==> images/clock_map.png <==
Drawn at 6 px/um.
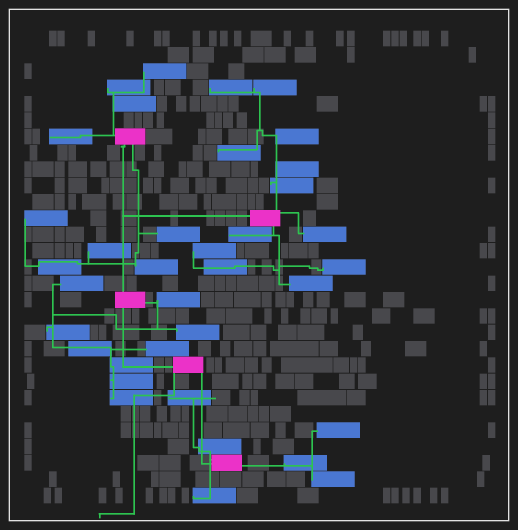
==> images/final_congestion.png <==
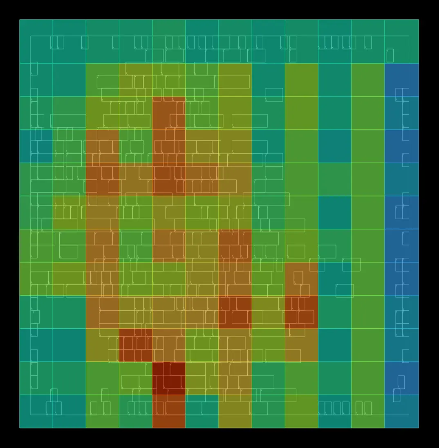
==> images/port_nets.png <==
Drawn at 6 px/um.
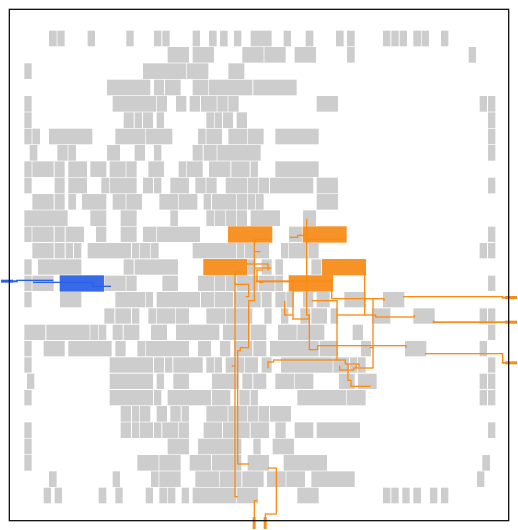
==> images/gate_families.png <==
Drawn at 4 px/um.
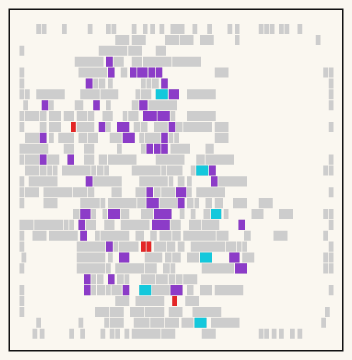
==> images/wire_density.png <==
Drawn at 4 px/um. The die is cut into 17 by 17 equal tiles; white is low, dark blue is high, scaled to the fullest tile. Values are wire area over tile area, all layers added.
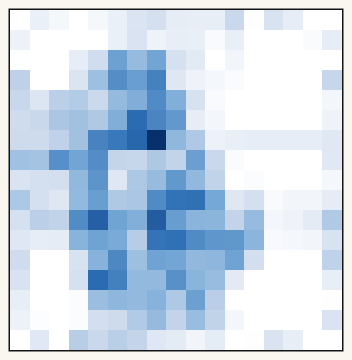
**config.mk**
```make
export PLATFORM = sky130hd
export DESIGN_NAME = board_scan
export DESIGN_NICKNAME = d
export VERILOG_FILES = /design/src/rtl/board_scan.sv
export SDC_FILE = /design/constraint.sdc
export NUM_CORES = 1
export LEC_CHECK = 0
export ABC_CLOCK_PERIOD_IN_PS = 2600
export CORE_AREA = 2 2 81 83
export DETAILED_ROUTE_END_ITERATION = 8
export DIE_AREA = 0 0 83 85
export HOLD_SLACK_MARGIN = 0.02
export PLACE_DENSITY = 0.76
export SLEW_MARGIN = 20
export SYNTH_ARGS = -nofsm -noshare
export SYNTH_HDL_FRONTEND = slang
export SYNTH_SLANG_ARGS = --single-unit
```
**constraint.sdc**
```tcl
create_clock -name FAST_CLOCK -period 2.6 [get_ports FAST_CLOCK]
set_clock_uncertainty 0.15 [all_clocks]
set_input_delay 0.52 -clock FAST_CLOCK [delete_from_list [all_inputs] [get_ports FAST_CLOCK]]
set_output_delay 0.52 -clock FAST_CLOCK [all_outputs]
set_load 0.01 [all_outputs]
```
**src/rtl/board_scan.sv**
```systemverilog
// board_scan: row-major reader of the N x N colour board reporting flood state and match count
// Ports: FAST_CLOCK sole clock, RESET sync active-high; START/SIZE request a scan of an N x N board
// (SIZE clamped to MAX_SIZE); RD_ROW/RD_COL/RD_DATA form the registered board read port, data one
// cycle after the address; BUSY/DONE track the scan; FLOODED/MATCH_COUNT/HIST are held until the next START.
// Build option BOARD_SCAN_HIST_EN enables the per-colour HIST counters; otherwise HIST is 0.
module board_scan #(
    parameter int MAX_SIZE = 26,
    parameter int CNT_W = 10
) (
    input  logic FAST_CLOCK,
    input  logic RESET,
    input  logic START,
    input  logic [4:0] SIZE,
    output logic [4:0] RD_ROW,
    output logic [4:0] RD_COL,
    input  logic [2:0] RD_DATA,
    output logic BUSY,
    output logic DONE,
    output logic FLOODED,
    output logic [CNT_W-1:0] MATCH_COUNT,
    output logic [8*CNT_W-1:0] HIST
);
    typedef enum logic [1:0] {IDLE, SCAN, DRAIN, FINISH} state_t;
    localparam logic [4:0] MAX_N = 5'(MAX_SIZE);
    state_t state, state_next;
    logic [4:0] n_q, n_start;
    logic accept, last_addr, vld, first, flood;
    logic [2:0] ref_q;
    assign n_start = (SIZE > MAX_N) ? MAX_N : SIZE;
    assign last_addr = (RD_ROW == n_q - 5'd1) && (RD_COL == n_q - 5'd1);
    always_ff @(posedge FAST_CLOCK)
        state <= RESET ? IDLE : state_next;
    always_comb begin
        state_next = state;
        accept = 1'b0;
        case (state)
            IDLE: begin
                accept = START;
                state_next = !START ? IDLE : (n_start == 5'd0) ? FINISH : SCAN;
            end
            SCAN: state_next = last_addr ? DRAIN : SCAN;
            DRAIN: state_next = FINISH;
            default: state_next = IDLE;
        endcase
    end
    // vld marks that RD_DATA now carries the cell addressed during the previous SCAN cycle
    always_ff @(posedge FAST_CLOCK) begin
        if (RESET) begin
            n_q <= '0;
            RD_ROW <= '0;
            RD_COL <= '0;
            BUSY <= 1'b0;
            DONE <= 1'b0;
            FLOODED <= 1'b0;
            MATCH_COUNT <= '0;
            vld <= 1'b0;
            first <= 1'b0;
            flood <= 1'b0;
            ref_q <= '0;
        end else begin
            DONE <= state == FINISH;
            vld <= state == SCAN;
            if (accept) begin
                n_q <= n_start;
                RD_ROW <= '0;
                RD_COL <= '0;
                BUSY <= 1'b1;
                FLOODED <= 1'b0;
                MATCH_COUNT <= '0;
                first <= 1'b1;
                flood <= 1'b1;
            end
            if (state == SCAN && !last_addr) begin
                RD_COL <= (RD_COL == n_q - 5'd1) ? 5'd0 : RD_COL + 5'd1;
                RD_ROW <= (RD_COL == n_q - 5'd1) ? RD_ROW + 5'd1 : RD_ROW;
            end
            if (vld) begin
                first <= 1'b0;
                if (first) begin
                    ref_q <= RD_DATA;
                    MATCH_COUNT <= CNT_W'(1);
                    flood <= 1'b1;
                end else if (RD_DATA == ref_q) begin
                    MATCH_COUNT <= MATCH_COUNT + CNT_W'(1);
                end else begin
                    flood <= 1'b0;
                end
            end
            if (state == FINISH) begin
                BUSY <= 1'b0;
                FLOODED <= flood;
            end
        end
    end
`ifdef BOARD_SCAN_HIST_EN
    logic [CNT_W-1:0] hist_q [8];
    always_ff @(posedge FAST_CLOCK) begin
        if (RESET || accept)
            hist_q <= '{default: '0};
        else if (vld)
            hist_q[RD_DATA] <= hist_q[RD_DATA] + CNT_W'(1);
    end
    for (genvar c = 0; c < 8; c++) begin : g_hist
        assign HIST[c*CNT_W +: CNT_W] = hist_q[c];
    end
`else
    assign HIST = '0;
`endif
endmodule

```
==> metrics.yaml <==
criticalPathCategory: "input pin to flop"
rsz0062_at_grt: "no"
syn_avg_cell_area_um2: 8.21
nonClockBufferCount: 46
final.period_utilization_pct: 93.1
hp-class: "flop to flop"
layout_setup_ws_ns: 0.179
comb.multi_input.count: 258
num-nets-final: 366
cts_made_buffers: 5
dominant_cells: "logic gates"
startpoint_type: "input pin"
leakage_nw: 1.17
clock-root-buffer: "clkbuf_8"
path_clk_slew_ns: 0.08
critical_path_required_ns: 2.68
status: "finished clean"
r2r-end: "RD_COL[0]$_SDFFE_PP0P_"
clk_path_buf_depth: 2
grt_max_degree: 16
cts_setup_buffers: 0
synthCells: 310
grt_overflow: 0
warnings: 26
yosysWarnings: 0
r2r_slack_ns: 0.18
clock_latency_ns: 0.29
topCombFamilyByArea: "buffers and inverters"
adder_share_pct: 1.97
clkbuf_count: 5
ys.flop_type: "dfxtp_1"
hold_slack_ns: 0.316
dp_cells: 421
ys_seq_elements: 36
yosys_cells: 310
ys_types: 52
flops: 36
seq-cell-share_pct: 25.7
final_cells: 429
setup_viol: 0
fmax_mhz: 413
fp.dieH_um: 85
num_rows: 29
total_power_w: 0.00126
regArea_um2: 721
via_per_inst: 4.64
hold_start: "ref_q[2]$_SDFFE_PP0P_"
slew_violations: 0
dr.pass1.iters: 4
place_area_um2: 2700
logic_area_um2: 1460
hold_depth: 2
clock_area_share_pct: 3.12
worstPathMaxFanout: 4
arrival_ns: 2.50
edf_count: 0
inverters: 4
synth_area_um2: 2540
yosysSeqAreaShare_pct: 28.3
die_area_um2: 7060
finalSetupTns_ns: 0
ctsResizeCount: 0
grt_pass1_vias: 1690
htreeDepth: 2
grt_pass1_wl_um: 7890
hold_violations: 0
yosys.area_share.aoi_pct: 13.9
final_area_um2: 2800
peakVddDrop_mv: 0.288
nonClkBufAreaFrac_pct: 15.3
ff2ff_path_depth: 8
coreArea_um2: 6200
end_kind: "flop"
drt_iter0_drc: 87
cts_hold_buf: 0
-- clock_map.png (at the start) --
[blue] flip-flops | count: 36
[magenta] cells driving clock nets | count: 5
[green] clock wires | length: 448 um
routed clock nets: 6

-- final_congestion.png (at the start) --
met3 Usage GRT: 1.85%
GR Util met2: 22.4%
final core occ: 45.2%
DR WL/cell: 11.2 um
Total GRT Usage: 13.4%

-- port_nets.png (at the start) --
[blue] FLOODED | bits: 1 | direction: output | edge: left | end cells: 1 | buffers: 1 | wire: 20.4 um
[orange] RD_ROW | bits: 5 | direction: output | edge: 3 right, 2 bottom | end cells: 5 | buffers: 5 | wire: 326 um
Port Buffer Count: 33
Ports: 114

-- gate_families.png (at the start) --
[cyan] AND-OR and OR-AND gates | cells: 6 | most used: a22o_1
[purple] inverting AOI/OAI gates | cells: 48 | most used: a21oi_1
[red] inverters | cells: 4 | most used: inv_1

-- wire_density.png (at the start) --
fullest tile: 0.49
nearly empty tiles: 27%
emptiest ninth of the die: upper right
vias: 1,991
total detailed-routing wirelength: 4800 um

synthesized netlist by cell type, types with 2 or more instances:
master / instances / area [um2]
and2_1: 2 / 12.5
xor2_1: 10 / 87.6
or3_1: 2 / 12.5
inv_1: 4 / 15.0
a31o_2: 2 / 17.5
nor3_1: 10 / 50.1
nor2b_1: 3 / 18.8
nand3b_1: 5 / 37.5
buf_2: 2 / 10.0
buf_4: 80 / 601
nand2b_1: 2 / 12.5
o21bai_1: 2 / 15.0
clkbuf_1: 7 / 26.3
ha_1: 4 / 50.1
xnor3_1: 2 / 45.0
xnor2_1: 4 / 35.0
nand2_1: 28 / 105
o21ai_0: 8 / 40.0
a211oi_1: 3 / 22.5
a221oi_1: 2 / 17.5
a2bb2oi_1: 2 / 17.5
nor2_1: 17 / 63.8
nand3_1: 19 / 95.1
mux2_2: 2 / 22.5
mux2i_1: 2 / 20.0
a22o_1: 3 / 26.3
dfxtp_1: 36 / 721
a21oi_1: 23 / 115
power breakdown:
part / switching (W) / internal (W) / total (W)
logic: 0.000160 / 0.000103 / 0.000263
clock network: 0.000205 / 0.000186 / 0.000392
registers: 0.0000293 / 0.000572 / 0.000602
worst max-delay path, stage by stage:
cell             delay (ns)
clkdlybuf4s50_1        0.43
xor2_1                 0.17
or3_4                  0.38
or2_1                  0.29
nor2_4                 0.13
or4b_1                 0.43
a21oi_1                0.14
registers in the layout (all words and copies together) (netlist names):
register / count
BUSY: 1
RD_ROW: 5
FLOODED: 1
flood: 1
RD_COL: 5
n_q: 5
first: 1
vld: 1
DONE: 1
ref_q: 3
MATCH_COUNT: 10
state: 2
metal layers:
metal | wire length [um] | global-route usage, %
met5 | 0 | 0
met4 | 56 | 4.92
met3 | 270 | 1.85
met2 | 2350 | 22.4
met1 | 2120 | 17.8
Power is estimated from default activity; no workload was simulated.
